Run 1, metal 1:
Cells faint in the background.
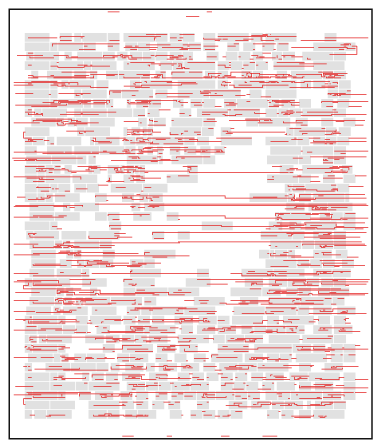
Run 1, M2 wires:
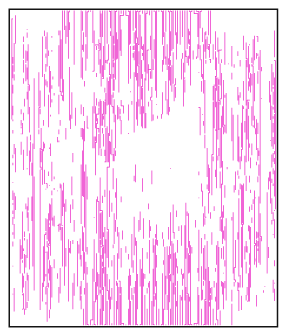
Run 1, the metal 3 layer:
Cells faint in the background.
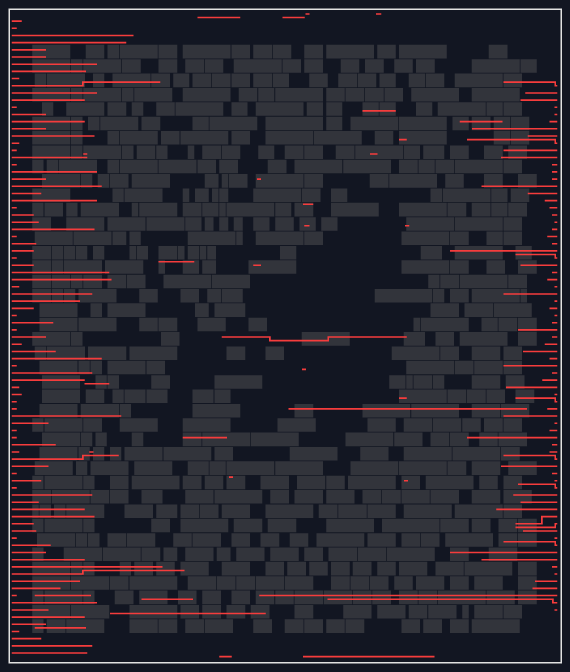
Run 1, M4 wires:
The bar under the picture is 20 microns long. Cells faint in the background.
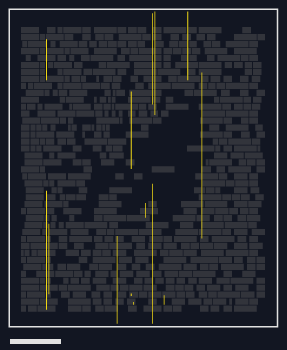
**src/rtl/arb_pkg.sv**
```systemverilog
// Shared types for the unified-memory port arbiter: FSM states, owner encoding,
// strobe width and the winner-selection helper.
package arb_pkg;
  typedef enum logic [1:0] {IDLE, REQ, WAIT} arb_state_e;
  typedef enum logic {OWN_IF, OWN_D} arb_owner_e;

  localparam int STRB_W = 4;

  // Data wins by default; under contention, alternate away from the last grant.
  function automatic arb_owner_e arb_pick(logic if_p, logic d_p, arb_owner_e last);
    if (if_p && d_p) return (last == OWN_D) ? OWN_IF : OWN_D;
    return d_p ? OWN_D : OWN_IF;
  endfunction
endpackage

```
**src/rtl/arb_timeout_cnt.sv**
```systemverilog
// WAIT-state watchdog: cleared when a command is accepted, counts cycles
// without a memory response, flags the last allowed cycle.
module arb_timeout_cnt #(
  parameter int LIMIT = 64
) (
  input  logic clk,
  input  logic rst,
  input  logic clr,
  input  logic en,
  output logic expired
);
  localparam int CW = $clog2(LIMIT + 1);
  localparam logic [CW-1:0] LAST = CW'(LIMIT - 1);

  logic [CW-1:0] cnt;

  always_ff @(posedge clk or posedge rst) begin
    if (rst)      cnt <= '0;
    else if (clr) cnt <= '0;
    else if (en)  cnt <= cnt + CW'(1);
  end

  assign expired = (cnt == LAST);
endmodule

```
**src/rtl/mem_port_arbiter.sv**
```systemverilog
// Arbitrates a single-ported memory between instruction fetch and load/store,
// one outstanding transaction at a time. Optional WAIT timeout: ARB_TIMEOUT_EN.
module mem_port_arbiter
  import arb_pkg::*;
#(
  parameter int ADDR_W         = 32,
  parameter int DATA_W         = 32,
  parameter int TIMEOUT_CYCLES = 64
) (
  input  logic              clk,
  input  logic              rst,
  input  logic              if_req,
  input  logic [ADDR_W-1:0] if_addr,
  output logic              if_rvalid,
  output logic [DATA_W-1:0] if_rdata,
  output logic              if_err,
  input  logic              d_req,
  input  logic              d_we,
  input  logic [ADDR_W-1:0] d_addr,
  input  logic [DATA_W-1:0] d_wdata,
  input  logic [STRB_W-1:0] d_wstrb,
  output logic              d_rvalid,
  output logic [DATA_W-1:0] d_rdata,
  output logic              d_err,
  output logic              m_req,
  output logic              m_we,
  output logic [ADDR_W-1:0] m_addr,
  output logic [DATA_W-1:0] m_wdata,
  output logic [STRB_W-1:0] m_wstrb,
  input  logic              m_gnt,
  input  logic              m_rvalid,
  input  logic [DATA_W-1:0] m_rdata,
  output logic              core_stall
);
  arb_state_e state;
  arb_owner_e owner, last_owner, win;
  logic rsp_ok, tmo, done, if_done, d_done, if_pend, d_pend, load;

`ifdef ARB_TIMEOUT_EN
  logic tmo_exp;
  arb_timeout_cnt #(.LIMIT(TIMEOUT_CYCLES)) u_tmo (
    .clk     (clk),
    .rst     (rst),
    .clr     (state == REQ && m_gnt),
    .en      (state == WAIT && !m_rvalid),
    .expired (tmo_exp)
  );
  assign tmo = (state == WAIT) && !m_rvalid && tmo_exp;
`else
  logic unused_timeout;
  assign unused_timeout = ^TIMEOUT_CYCLES;
  assign tmo = 1'b0;
`endif

  // The completing owner still holds its req this cycle, so it is masked out.
  always_comb begin
    rsp_ok  = (state == WAIT) && m_rvalid;
    done    = rsp_ok || tmo;
    if_done = done && (owner == OWN_IF);
    d_done  = done && (owner == OWN_D);
    if_pend = if_req && !if_done;
    d_pend  = d_req && !d_done;
    win     = arb_pick(if_pend, d_pend, last_owner);
    load    = (if_pend || d_pend) && ((state == IDLE) || rsp_ok);
  end

  assign if_rvalid  = if_done;
  assign d_rvalid   = d_done;
  assign if_rdata   = (if_done && rsp_ok) ? m_rdata : '0;
  assign d_rdata    = (d_done && rsp_ok) ? m_rdata : '0;
  assign if_err     = if_done && tmo;
  assign d_err      = d_done && tmo;
  assign core_stall = (if_req && !if_rvalid) || (d_req && !d_rvalid);

  always_ff @(posedge clk or posedge rst) begin
    if (rst) begin
      state      <= IDLE;
      owner      <= OWN_IF;
      last_owner <= OWN_IF;
      m_req      <= 1'b0;
      m_we       <= 1'b0;
      m_addr     <= '0;
      m_wdata    <= '0;
      m_wstrb    <= '0;
    end else if (load) begin
      state      <= REQ;
      m_req      <= 1'b1;
      owner      <= win;
      last_owner <= win;
      m_we       <= (win == OWN_D) && d_we;
      m_addr     <= (win == OWN_D) ? d_addr : if_addr;
      m_wdata    <= (win == OWN_D) ? d_wdata : '0;
      m_wstrb    <= ((win == OWN_D) && d_we) ? d_wstrb : '0;
    end else if (state == REQ && m_gnt) begin
      state <= WAIT;
      m_req <= 1'b0;
    end else if (done) begin
      state <= IDLE;
    end
  end
endmodule
```
**config.mk**
```make
export PLATFORM = sky130hd
export DESIGN_NAME = mem_port_arbiter
export DESIGN_NICKNAME = d
export VERILOG_FILES = /design/src/rtl/arb_pkg.sv /design/src/rtl/arb_timeout_cnt.sv /design/src/rtl/mem_port_arbiter.sv
export SDC_FILE = /design/constraint.sdc
export NUM_CORES = 1
export LEC_CHECK = 0
export CORE_ASPECT_RATIO = 1.2
export CORE_MARGIN = 4
export CORE_UTILIZATION = 35
export DETAILED_ROUTE_END_ITERATION = 10
export PLACE_DENSITY = 0.81
export SLEW_MARGIN = 20
export SYNTH_ARGS = -nofsm -noshare
export SYNTH_HDL_FRONTEND = slang
export SYNTH_SLANG_ARGS = --single-unit
```
**constraint.sdc**
```tcl
create_clock -name clk -period 2.9 [get_ports clk]
set_clock_uncertainty 0.15 [all_clocks]
set_input_delay 0.58 -clock clk [delete_from_list [all_inputs] [get_ports clk]]
set_output_delay 0.58 -clock clk [all_outputs]
set_load 0.05 [all_outputs]
```
==> design notes, run 1 <==
The logs give 3890 sq um for the yosys synthesis chip area and 10700 sq um for the area of the core. The startpoint kind of the worst setup timing path is an input pin. In the final layout, the share of cells above drive strength 1 is 29.3%. Per the power-grid run, VDD falls by no more than 0.459 mV. The largest cell class by area was buffers. The synthesized netlist was found by Yosys to have 296 cells. According to the timing report, the arrival time at the worst endpoint equals 1.99 ns. The logs give 3 for the initial antenna violation count and 2.17 ns for the required time at the worst-slack endpoint. The global-route wire length before repair is 22.4 mm.

With the clock insertion delay at the later pin of the skew report at 0.32 ns, the total clock buffers created by CTS is 9. Leaving out buffers and inverters, the combinational logic in the layout accounts for 1880 sq um. The tools report the post-detailed-route DRC marker count as 0.

The final layout reports a setup TNS of 0 ns. Dividing the final minimum period by the clock period gives 93.6%. The run gives 44.7% for the switching share of total power.

The routed design shows a wire length per standard cell of 20.9 microns. TritonCTS built the clock tree. The class of the tightest hold or removal check is flip-flop to flip-flop. Summed over all nets, the switching power comes to 3.61 mW.

The last timing report of the flow puts the setup violation total at 0. The die is 104 microns wide. Using the TritonRoute via totals, the vias-per-cell ratio works out to 4.93. The post-synth register bit count is 73. With the power share of the combinational group at 62.3%, the number of max-slew violations in the final report is 0. The routed layout has 3475 vias.

The smallest clock period supported by the final layout is computed as 2.72 ns. Derived from the worst setup path, the maximum achievable clock frequency is 0.368 GHz. Summed over all layers, the routed wires come to 14.7 mm. The portion of the layout cell area used by clock cells is 4.50%, and the placed wire-length estimate is 11.8 mm. The die area came out at 12900 sq um.

The global routing report lists combined usage of all routing layers as 22.7%. Measured slew at the worst slew-check pin: 0.550 ns. According to the I/O placement log, the pin count is 278. At the end of the flow the core is filled with cells to 73.0%. Setup repair after global routing left no endpoint under its margin. The logs give 15.9% for the share of total power in the clock network and 21.8% for the share of power burned in registers. The run reported a max-capacitance violation count of 0. The dominant cell type by count on the critical path was sky130_fd_sc_hd__buf_12.

The via count of the first global-routing pass came out at 3951. The mean instance size in the synthesized netlist is 13.1 sq um, and the total stage count of the critical path is 6. The cell resize tally after clock tree synthesis is 0. In this run the power density over the cells is 1040 nW/um^2.

At the floorplan stage, the core utilization is reported as 36.5%. The flow inserted 129 tap cells. Synthesis produced a netlist whose cell count is 296. The final RePlAce weighted congestion is 0.808, and the area overhead of the layout relative to synthesis is 100%.

According to the CTS report, the clock sink count is 73. The post-CTS clock slew at the launch and capture registers of the worst setup and hold paths came out at 0.06 ns. The run finished with clean final reports. For this run, the script counts the antenna cells in the layout as 0. In this run, post-CTS hold repair placed 0 buffers.

The layout has 285 buffers outside the clock class. The run gives 710 as the number of nets in the layout. The logs give 26 for the number of distinct standard cells referenced by the synthesized netlist and 0 for the overflow left after global routing. The mapped cell area is 3890 sq um.

The design has 73 sequential cells. The worst setup path is captured at an output pin. Across all checked pins, the minimum headroom to the slew limit is 63.2%.

With the count of buffers added by post-CTS timing repair for setup at 0, the port buffer count is 275. With the number of core rows at 41, the layout multi-input combinational cell count is 194. The power report lists cell-internal power as 4.47 mW. The root cell of the clock tree was sky130_fd_sc_hd__clkbuf_16. With the maximum number of pins on one net before global-route repair at 74, the power dissipated in combinational cells is 5.03 mW. Clock network power for this build is 1.28 mW.

The critical path's largest stage delay is 0.50 ns. Buffers outside the clock tree occupy 45.5% of the routed design's cell area. Sequential power for this build is 1.77 mW.

The biggest power consumer among the groups was combinational cells. The top fanout value on the critical path works out to 34. In this run the static leakage power is 3.45 nW.

The clock passes through at most 2 buffers. The report lists the cells along the critical path as clkdlybuf4s50_1 > nand4b_1 > inv_1 > buf_12 > and2_1 > buf_12. Critical-path cell with the highest stage delay: sky130_fd_sc_hd__clkdlybuf4s50_1. For the layout clock buffer count, the log shows 9. The proportion of cell area occupied by multi-input gates is 24.1%.

For this block, the initial DRC count from the detailed router was 164. Warnings raised by the tools during the run amount to 26. In the log, the iteration count for the first detailed-route pass is 4. In the final layout, flip-flops and latches take up 23.4% of the cell area. Per the post-route antenna check, the number of violating nets is 0.

The run gives 4 for the buffering stage count on the worst path with inverters included. The run gives 47.0% for the share of the yosys chip area belonging to registers. The tools report the number of filler cells placed in the layout as 692. According to the floorplan report, the die height is 123 microns. The critical path class is input pin to output pin.

Per the layout area report, the register area comes to 1830 sq um. For the total number of yosys warnings, the log shows 0. Measured in cells, the most critical reg-to-reg path has a length of 5.

The non-clock inverters instantiated in the layout total 8. In the hold timing report, the worst path depth is 2. In the final report, the number of hold violations comes to 0. The clock tree synthesis step divided the H-tree into 3 levels. The cell family with the largest share of critical-path delay was buffers and inverters.
## Picture notes: 'metal 1'
longest straight run = 78.2 microns
nets with wire on the layer = 612

## Picture notes: 'M2 wires'
share of all routed wire = 50%
longest straight run = 59.8 microns
wire length on this layer = 7310 microns
main direction = vertical
nets with wire on the layer = 659

## Picture notes: 'the metal 3 layer'
share of all routed wire = 9.9%
nets with wire on the layer = 175
wire length on this layer = 1460 microns
longest straight run = 56.1 microns

## Picture notes: 'M4 wires'
main direction = vertical
wire length on this layer = 384 microns
longest straight run = 64.6 microns
nets with wire on the layer = 12

==> run 1: state kept, by name, indices dropped and copies added, names as in the netlist <==
register	count
m_we	1
m_addr	32
m_wstrb	4
state	2
m_wdata	32
m_req	1
last_owner	1
==> run 1: cell usage after synthesis (all sizes together) <==
cell     n  area (sq um)
buf     14           141
a21oi    1          16.3
o21ai    4          20.0
nand4b   1          8.76
clkbuf   8          30.0
and3     5          31.3
o22ai    1          6.26
nor3     2          10.0
mux2i    1          10.0
a21o     2          16.3
conb     1          3.75
dfrtp   73          1830
a22oi    1          7.51
a22o    32           280
and2    64           400
inv      8          30.0
nand2    7          33.8
nand3    2          15.0
mux2    69          1000
==> run 1: worst min-delay path, stage by stage, from the launching register on <==
cell,delay (ns)
sky130_fd_sc_hd__dfrtp_1,0.34
sky130_fd_sc_hd__nand2_1,0.06
sky130_fd_sc_hd__nand2_1,0.05
==> run 1: layout by cell type (no fill, tap or decap), types with 4 or more instances in the layout <==
| master | instances |
|---|---|
| sky130_fd_sc_hd__and3_1 | 5 |
| sky130_fd_sc_hd__a22o_1 | 32 |
| sky130_fd_sc_hd__clkbuf_16 | 9 |
| sky130_fd_sc_hd__and2_1 | 64 |
| sky130_fd_sc_hd__inv_1 | 7 |
| sky130_fd_sc_hd__buf_12 | 71 |
| sky130_fd_sc_hd__nand2_1 | 6 |
| sky130_fd_sc_hd__o21ai_0 | 4 |
| sky130_fd_sc_hd__clkdlybuf4s50_1 | 208 |
| sky130_fd_sc_hd__buf_4 | 6 |
| sky130_fd_sc_hd__mux2_4 | 60 |
| sky130_fd_sc_hd__dfrtp_1 | 73 |
| sky130_fd_sc_hd__mux2_2 | 9 |
==> run 1: path summary, 6_finish.rpt <==
check	from	end	slack [ns]
min in group asynchronous	rst	m_wdata[27]	0.52
worst max-delay path	m_rvalid	d_rdata[27]	0.18
worst min-delay path	m_req	m_req	0.34
worst min register to register	m_req	m_req	0.34
worst max register to register	state[0]	m_addr[5]	0.74
max in group asynchronous	rst	m_addr[25]	1.79
==> run 1: layer usage <==
layer  vias to the layer above  global-route usage, %  routed length (microns)
li1                       1579                      -                        -
met1                      1665                   25.8                     5520
met2                       195                   38.6                     7310
met3                        30                   9.30                     1460
met4                         6                   8.81                      384
met5                         -                      0                       36
==> run 1: cell families after synthesis <==
| kind of cell | after synthesis | synth area share [%] |
|---|---|---|
| DFF | 73 | 47.0 |
| muxes | 70 | 26.0 |
| buffers and inverters | 30 | 5.18 |
| AOI/OAI and AO/OA | 41 | 8.91 |
| and+or+nand+nor | 81 | 12.8 |
| other | 1 | 0.0964 |
==> run 1: per-stage QoR <==
stage	cell area (sq um)	setup WS [ns]	instances	total power [mW]	hold slack (ns)
after floorplan	3890	0.0429	297	4.98	0.386
after global placement	7440	0.256	689	6.73	0.314
after detailed placement	7440	0.211	689	6.82	0.329
after CTS	7790	0.200	705	8.15	0.344
after global routing	7790	0.111	705	8.39	0.367
final	7790	0.184	705	8.08	0.339
==> run 2, diff against run 1 <==
Settings changed: CORE_MARGIN 4 to 10.
Run 2, metal 1:
Cells faint in the background.
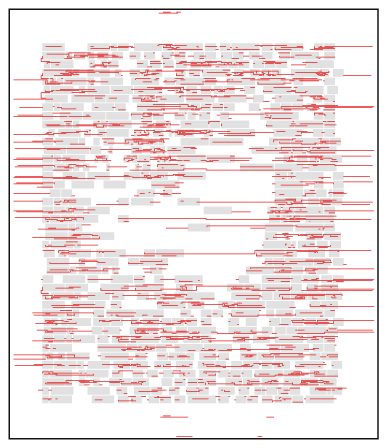
met1 Track Usage GR: 18.3%
Total Wirelength: 15.9 mm
via count of the routed design: 3431

Run 2, congestion heat map:
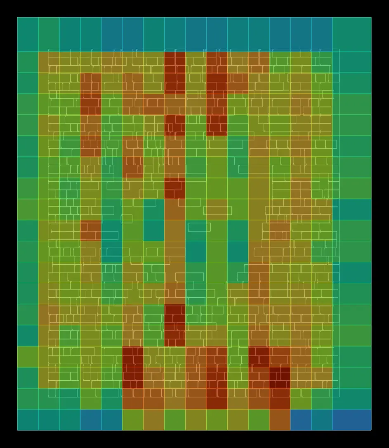
most heavily used metal layer in global routing: met2
routed len/inst: 22.4 microns
met3 usage: 12.2%
total routing usage reported by global routing: 19.9%
Final Util: 71.2%

==> design notes, run 2 <==
The flow ran to the end, and the final reports show no timing, DRC or antenna violations. The share of Yosys cell area claimed by the top area cell type was 47.0% (unchanged); the peak ir drop on the vdd network was 0.391 mV (-15%). The number of nets in the layout is 710 (unchanged).

With the die outline height at 135 microns (+9.7%), the slack of the worst reg-to-reg path is 0.74 ns (about the same). Count of maximum capacitance violations: 0 (unchanged). For the area of the core, the log shows 10900 sq um (+2.4%). Final critical path time including I/O delays and setup: 2.80 ns (+0.0831 ns). The largest registers in the layout are m_addr (32), m_wdata (32), m_wstrb (4).

Startpoint of the worst register-to-register path: state[0]. The post-CTS clock slew at the launch and capture registers of the worst setup and hold paths works out to 0.06 ns (about the same). The number of hold violations in the final report was 0 (unchanged).

The total clock buffers created by CTS is 9 (unchanged). The commonest cells after synthesis are sky130_fd_sc_hd__dfrtp_1 (73), sky130_fd_sc_hd__and2_1 (64), sky130_fd_sc_hd__mux2_4 (60). The tools report the total setup violations reported at the end of the flow as 0 (unchanged). Post-synthesis cell type with the largest instance count: sky130_fd_sc_hd__dfrtp_1. By area the synthesized netlist is led by sky130_fd_sc_hd__dfrtp_1 (47%), sky130_fd_sc_hd__mux2_4 (23%), sky130_fd_sc_hd__and2_1 (10%), sky130_fd_sc_hd__a22o_1 (7.2%), sky130_fd_sc_hd__mux2_2 (2.6%).

The run gives 2.17 ns (about the same) as the required time at the worst-slack endpoint. The detail-routed via count per cell came out at 4.84 (-1.8%). The number of placed instances with taps included is 692 (+0.44%), and the number of flops mapped to enable cells by yosys is 0 (unchanged). For the top achievable clock speed, the log shows 0.357 GHz (-3.0%). The tools report the total power of the final layout as 8.03 mW (-0.61%). The run gives 3 (unchanged) for the total number of H-tree levels. The flop and latch count out of synthesis works out to 73 (unchanged).

Number of distinct standard cells referenced by the synthesized netlist: 26 (unchanged). TritonCTS built the clock tree. Share of the yosys chip area belonging to registers: 47.0% (unchanged). The worst setup path is captured at an output pin. The run gives 2 (unchanged) for the number of cells traversed by the worst hold path. Setup repair after global routing left no endpoint under its margin. The number of buffers between clock root and the deepest sink came out at 2 (unchanged). Total number of yosys warnings: 0 (unchanged). The via count of the first global-routing pass is 3978 (+0.68%). Clock tree synthesis selected as its root buffer the cell sky130_fd_sc_hd__clkbuf_16. The maximum number of pins on one net before global-route repair was 38 (-49%).

For the mapped cell area, the log shows 3890 sq um (unchanged). The worst setup path is of the input pin to output pin kind. The dominant synthesized flop cell is sky130_fd_sc_hd__dfrtp_1. The non-filler instance count after layout was 709 (+0.57%).

With the share of flip-flops with an asynchronous set or reset after synthesis at 100% (unchanged), the number of max-slew violations in the final report is 0 (unchanged). Leakage power of the design: 3.43 nW (-0.46%). sky130_fd_sc_hd__dfrtp_1 takes more of the synthesized area than any other cell.

The port buffer count was 275 (unchanged). The run gives 13.1 sq um (unchanged) for the mean instance size in the synthesized netlist. The count of buffers added by post-CTS timing repair for setup is 0 (unchanged), and the number of cells on the worst reg-to-reg path is 5 (unchanged).

The tools report the DRC marker count from the first detailed-route iteration as 156 (-4.9%). The critical path starts at m_rvalid. The worst setup path is launched from an input pin.

The logs give 7780 sq um (-0.14%) for the finished layout cell area and 0.33 ns (about the same) for the clock insertion delay at the later pin of the skew report. The power density over the cells came out at 1030 nW/um^2 (-0.47%). The number of core rows is 42 (+2.4%). The tools report the arrival time of data at the critical path endpoint as 2.07 ns (+0.08 ns).

The die area was 15700 sq um (+22%). Final hold slack: 0.344 ns (+0.00565 ns). The final RePlAce weighted congestion is 0.766 (-5.2%), and the global-route wire length before repair is 23.8 mm (+6.4%).

Overflow left after global routing: 0 (unchanged). The tools report the yosys synthesis chip area as 3890 sq um (unchanged). STA lists the endpoint of the worst register-to-register path as m_addr[3].

Endpoint with the worst hold slack: m_req. Total negative setup slack: 0 ns (unchanged). The number of buffers inserted by hold repair at cts was 0 (unchanged); the normalized max-slew margin was 59.7% (-3.5 points).

The tool warning count works out to 26 (unchanged). By instance count after routing, the leading logic cell type is sky130_fd_sc_hd__clkdlybuf4s50_1. The number of standard cells reported by yosys is 296 (unchanged), and the count of clock tree sinks is 73 (unchanged). The fraction of layout instances using a drive strength above 1 came out at 29.3% (unchanged). The tools report the boundary pin count as 278 (unchanged).

The run gives 7450 sq um (about the same) as the cell area after placement. The slack of the critical path is 0.101 ns (-0.0831 ns), and the area overhead of the layout relative to synthesis is 100%. With the top fanout value on the critical path at 34 (unchanged), the remaining antenna violation count is 0 (unchanged). The tools report the worst min-delay path startpoint as m_req. The run gives 0.0963 ns (-0.115 ns) for the post-place setup slack. The horizontal die size was 116 microns (+12%); the measured slew at the worst slew-check pin was 0.604 ns (+0.0541 ns). The placed wire-length estimate came out at 13.1 mm (+11%).

The tools report the initial antenna violation count as 1 (-2). The class of the tightest hold or removal check is flip-flop to flip-flop. The number of cells produced by synthesis was 296 (unchanged); the detailed-routing iteration count for the pre-antenna-repair pass was 4 (unchanged). The run gives 0 (unchanged) as the post-detailed-route DRC marker count. The final worst-path cycle share came out at 96.5% (+2.9 points).

The run gives 35.6% (-0.87 points) as the floorplan-stage core utilization. By instance count after routing, the leading logic cell types are sky130_fd_sc_hd__clkdlybuf4s50_1 (208), sky130_fd_sc_hd__dfrtp_1 (73), sky130_fd_sc_hd__buf_12 (71).
Run 2, M2 wires:
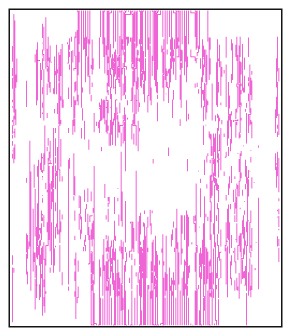
global-route track usage on met2: 35.3%

## run 2: repair_timing
item,4_1_cts,5_1_grt
gates resized,0,1
setup endpoints to repair,0,8
hold endpoints to repair,0,0
## run 2: critical path, cell delays in order
cell and delay, ns:
sky130_fd_sc_hd__clkdlybuf4s50_1 0.59, sky130_fd_sc_hd__nand4b_1 0.21, sky130_fd_sc_hd__inv_1 0.15, sky130_fd_sc_hd__buf_12 0.18, sky130_fd_sc_hd__and2_1 0.21, sky130_fd_sc_hd__buf_12 0.15
## run 2: layer usage
layer | track usage (%) | share of wire [%]
met5 | 0 | 0
met1 | 18.3 | 32
met3 | 12.2 | 14
met2 | 35.3 | 52
met4 | 6.13 | 1.5
## run 2: where the power goes
part           switching [mW]  leakage (nW)  internal, mW
combinational            2.91          2.37          2.14
sequential              0.292         0.905          1.48
clock                   0.441         0.153         0.760
## run 2: worst max path at each step
stage / to / depth (start not counted) / slack [ns]
4_1_cts: if_rdata[31] / 6 / 0.08
3_3_place_gp: if_rdata[17] / 6 / 0.16
2_1_floorplan: core_stall / 4 / 0.04
6_report: d_rdata[16] / 6 / 0.10
3_5_place_dp: if_rdata[31] / 6 / 0.1
5_1_grt: if_rdata[16] / 6 / 0.0003
## run 2: cells by family after synthesis
kind of cell | Yosys count | share of synthesized area, %
flops | 73 | 47.0
other cells | 1 | 0.0964
compound gates | 41 | 8.91
buf+inv | 30 | 5.18
mux | 70 | 26.0
simple gates | 81 | 12.8
## run 2: cell type report
cell class,count,area (sq um)
Fill cell,739,3150
Sequential cell,73,1830
Multi-Input combinational cell,194,1880
Antenna cell,1,2.50
Clock inverter,7,101
Tap cell,132,165
Inverter,8,30.0
Timing Repair Buffer,285,3550
Clock buffer,9,225
==> run 3, diff against run 2 <==
Settings changed: SYNTH_HIERARCHICAL set to 1.
Run 3, M2 wires:
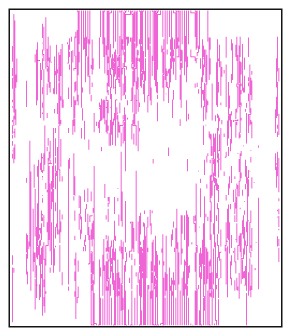
main direction = vertical
wire length on this layer = 8280 microns

Run 3, metal 1:
Cells faint in the background.
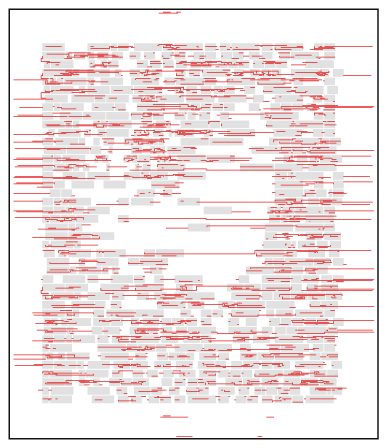
wire length on this layer = 5110 microns
nets with wire on the layer = 612

==> design notes, run 3 <==
The final critical path time including I/O delays and setup is 2.80 ns (unchanged), and the arrival time of data at the critical path endpoint is 2.07 ns (about the same). The logs give 0 (unchanged) for the count of buffers added by post-CTS timing repair for setup and 0.766 (unchanged) for the final RePlAce weighted congestion. The run gives 1 (unchanged) for the initial antenna violation count.

The measured slew at the worst slew-check pin was 0.604 ns (unchanged). The flow ran to the end, and the final reports show no timing, DRC or antenna violations. Top cell type by total area after synthesis: sky130_fd_sc_hd__dfrtp_1. The peak ir drop on the vdd network is 0.391 mV (unchanged). For the placed wire-length estimate, the log shows 13.1 mm (unchanged).

The number of standard cells reported by yosys was 296 (unchanged); the number of core rows was 42 (unchanged). The final worst-path cycle share is 96.5% (unchanged), and the mapped cell area is 3890 sq um (unchanged). The port buffer count is 275 (unchanged), and the total negative setup slack is 0 ns (unchanged). Die area: 15700 sq um (unchanged). The run gives 26 (unchanged) for the tool warning count. Critical-path cell with the highest stage delay: sky130_fd_sc_hd__clkdlybuf4s50_1.

The largest registers in the layout are m_addr (32), m_wdata (32), m_wstrb (4). The post-CTS clock slew at the launch and capture registers of the worst setup and hold paths was 0.06 ns (about the same). Cell family with the largest share of critical-path delay: buffers and inverters.

The run gives 0 (unchanged) as the remaining antenna violation count. The run gives 3 (unchanged) for the total number of H-tree levels. The tools report the number of filler cells placed in the layout as 739 (unchanged). The logs give 4 (unchanged) for the detailed-routing iteration count for the pre-antenna-repair pass and 10900 sq um (unchanged) for the area of the core. STA classifies the critical path endpoint as an output pin. The horizontal die size came out at 116 microns (unchanged).

The required time at the worst-slack endpoint was 2.17 ns (about the same); the top achievable clock speed was 0.357 GHz (unchanged). The run gives 3.43 nW (unchanged) as the leakage power of the design. Die outline height: 135 microns (unchanged). By count the netlist is led by sky130_fd_sc_hd__dfrtp_1 (73), sky130_fd_sc_hd__and2_1 (64), sky130_fd_sc_hd__mux2_4 (60). Setup repair after global routing left no endpoint under its margin. The maximum number of pins on one net before global-route repair is 38 (unchanged). The number of nets in the layout came out at 710 (unchanged). The logs give 0.33 ns (about the same) for the clock insertion delay at the later pin of the skew report and 0 (unchanged) for the post-detailed-route DRC marker count. Normalized max-slew margin: 59.7% (unchanged).

The logs give 26 (unchanged) for the number of distinct standard cells referenced by the synthesized netlist and 0 (unchanged) for the cell resize tally after clock tree synthesis. The synthesis report lists the most area-consuming cells as sky130_fd_sc_hd__dfrtp_1 (47%), sky130_fd_sc_hd__mux2_4 (23%), sky130_fd_sc_hd__and2_1 (10%), sky130_fd_sc_hd__a22o_1 (7.2%), sky130_fd_sc_hd__mux2_2 (2.6%). The flop and latch count out of synthesis works out to 73 (unchanged).

Traced cell by cell, the critical path runs through clkdlybuf4s50_1 > nand4b_1 > inv_1 > buf_12 > and2_1 > buf_12. The detail-routed via count per cell was 4.84 (unchanged); the DRC marker count from the first detailed-route iteration was 156 (unchanged). The total setup violations reported at the end of the flow was 0 (unchanged).

The post-synthesis cell type with the largest instance count was sky130_fd_sc_hd__dfrtp_1. The run gives 6 (+6) for the total number of yosys warnings. The share of Yosys cell area claimed by the top area cell type came out at 47.0% (unchanged). The tools report the yosys synthesis chip area as 3890 sq um (unchanged). The overall via count from detail_route was 3431 (unchanged); the area overhead of the layout relative to synthesis was 100% (unchanged). Total global-route track usage: 19.9% (unchanged). The number of hold violations in the final report was 0 (unchanged); the number of flops mapped to enable cells by yosys was 0 (unchanged). For the number of buffers inserted by hold repair at cts, the log shows 0 (unchanged). The number of max-slew violations in the final report came out at 0 (unchanged). Share of the yosys chip area belonging to registers: 47.0% (unchanged). The share of flip-flops with an asynchronous set or reset after synthesis came out at 100% (unchanged). The top fanout value on the critical path was 34 (unchanged). The run gives 0.59 ns (about the same) for the critical path's largest stage delay.

The startpoint kind of the worst setup timing path is an input pin. The run gives 4 (unchanged) for the buffering stage count on the worst path with inverters included. The tree is rooted in a sky130_fd_sc_hd__clkbuf_16. TritonCTS built the clock tree. Per the cell usage report, the commonest logic cells after layout are sky130_fd_sc_hd__clkdlybuf4s50_1 (208), sky130_fd_sc_hd__dfrtp_1 (73), sky130_fd_sc_hd__buf_12 (71). The number of cells produced by synthesis came out at 296 (unchanged). The power density over the cells came out at 1030 nW/um^2 (unchanged). The slack of the critical path is 0.101 ns (unchanged), and the boundary pin count is 278 (unchanged). The run gives 0.0963 ns (unchanged) for the post-place setup slack. The min-delay analysis places its worst path in the category flip-flop to flip-flop. Fraction of layout instances using a drive strength above 1: 29.3% (unchanged). In the synthesized netlist the dominant register cell turns out to be sky130_fd_sc_hd__dfrtp_1.

The total clock buffers created by CTS was 9 (unchanged). Dominant cell type by count on the critical path: sky130_fd_sc_hd__buf_12. For the global-route wire length before repair, the log shows 23.8 mm (unchanged).

The top cell type in the final layout, fill and taps aside, is sky130_fd_sc_hd__clkdlybuf4s50_1. The run gives 3978 (unchanged) as the via count of the first global-routing pass. With the floorplan-stage core utilization at 35.6% (unchanged), the number of buffers between clock root and the deepest sink is 2 (unchanged). The routed wire length per instance came out at 22.4 microns (unchanged). Critical path class: input pin to output pin. With the overflow left after global routing at 0 (unchanged), the wire length reported by the detailed router is 15.9 mm (unchanged).

For the count of clock tree sinks, the log shows 73 (unchanged). The mean instance size in the synthesized netlist works out to 13.1 sq um (unchanged). Count of maximum capacitance violations: 0 (unchanged).
Run 3, the metal 3 layer:
Cells faint in the background.
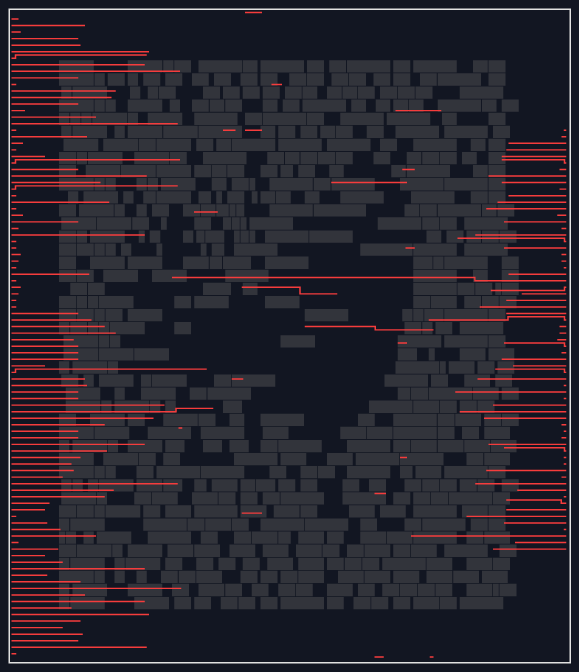
main direction = horizontal
wire length on this layer = 2240 microns

-- run 3: final cells by class --
cell class / instances / area, sq um / share of cell area, %
diodes: 1 / 2.50 / 0.0322
inverters: 8 / 30.0 / 0.386
clock inverters: 7 / 101 / 1.30
well taps: 132 / 165 / 2.12
multi-input cells: 194 / 1880 / 24.2
repair buffers: 285 / 3550 / 45.6
flip-flops and latches: 73 / 1830 / 23.5
clock buffers: 9 / 225 / 2.89
-- run 3: worst min-delay path: cells and delay by family (launching register included) --
| kind | cells | cell delay [ns] |
|---|---|---|
| flip-flops | 1 | 0.35 |
| AND/OR/NAND/NOR | 2 | 0.11 |
-- run 3: routing by layer --
metal / track usage, % / vias to the layer above / share of wire, %
li1: - / 1576 / -
met5: 0 / - / 0
met4: 6.13 / 0 / 1.5
met3: 12.2 / 13 / 14
met1: 18.3 / 1651 / 32
met2: 35.3 / 191 / 52
-- run 3: worst paths after layout --
kind | start | end | slack (ns) | depth (start not counted)
hold / removal | m_req | m_req | 0.34 | 2
setup / recovery | m_rvalid | d_rdata[16] | 0.10 | 6
hold reg to reg | m_req | m_req | 0.34 | 2
max in group asynchronous | rst | m_addr[21] | 1.48 | 3
min in group asynchronous | rst | m_wdata[22] | 0.50 | 2
setup reg to reg | state[0] | m_addr[3] | 0.74 | 5
-- run 3: report_power, final --
| group | switching (mW) | internal, mW | total, mW |
|---|---|---|---|
| sequential | 0.292 | 1.48 | 1.77 |
| clock | 0.441 | 0.760 | 1.20 |
| combinational | 2.91 | 2.14 | 5.06 |
-- run 3: cell families after synthesis --
group | after synthesis | share of synthesized area (%)
compound gates | 41 | 8.91
flops | 73 | 47.0
simple gates | 81 | 12.8
buf+inv | 30 | 5.18
other cells | 1 | 0.0964
mux | 70 | 26.0
-- run 3: through the flow --
stage	total power [mW]	utilization, %	cell area, sq um	cells	hold slack (ns)
CTS	8.11	71.1	7770	708	0.351
finish	8.03	71.2	7780	709	0.344
global route	8.35	71.2	7780	708	0.370
floorplan	4.98	-	3890	297	0.386
detailed placement	6.86	68.1	7450	692	0.335
global placement	6.77	68.1	7450	692	0.313
No activity file was given, so power comes from the tool's default toggle rates.
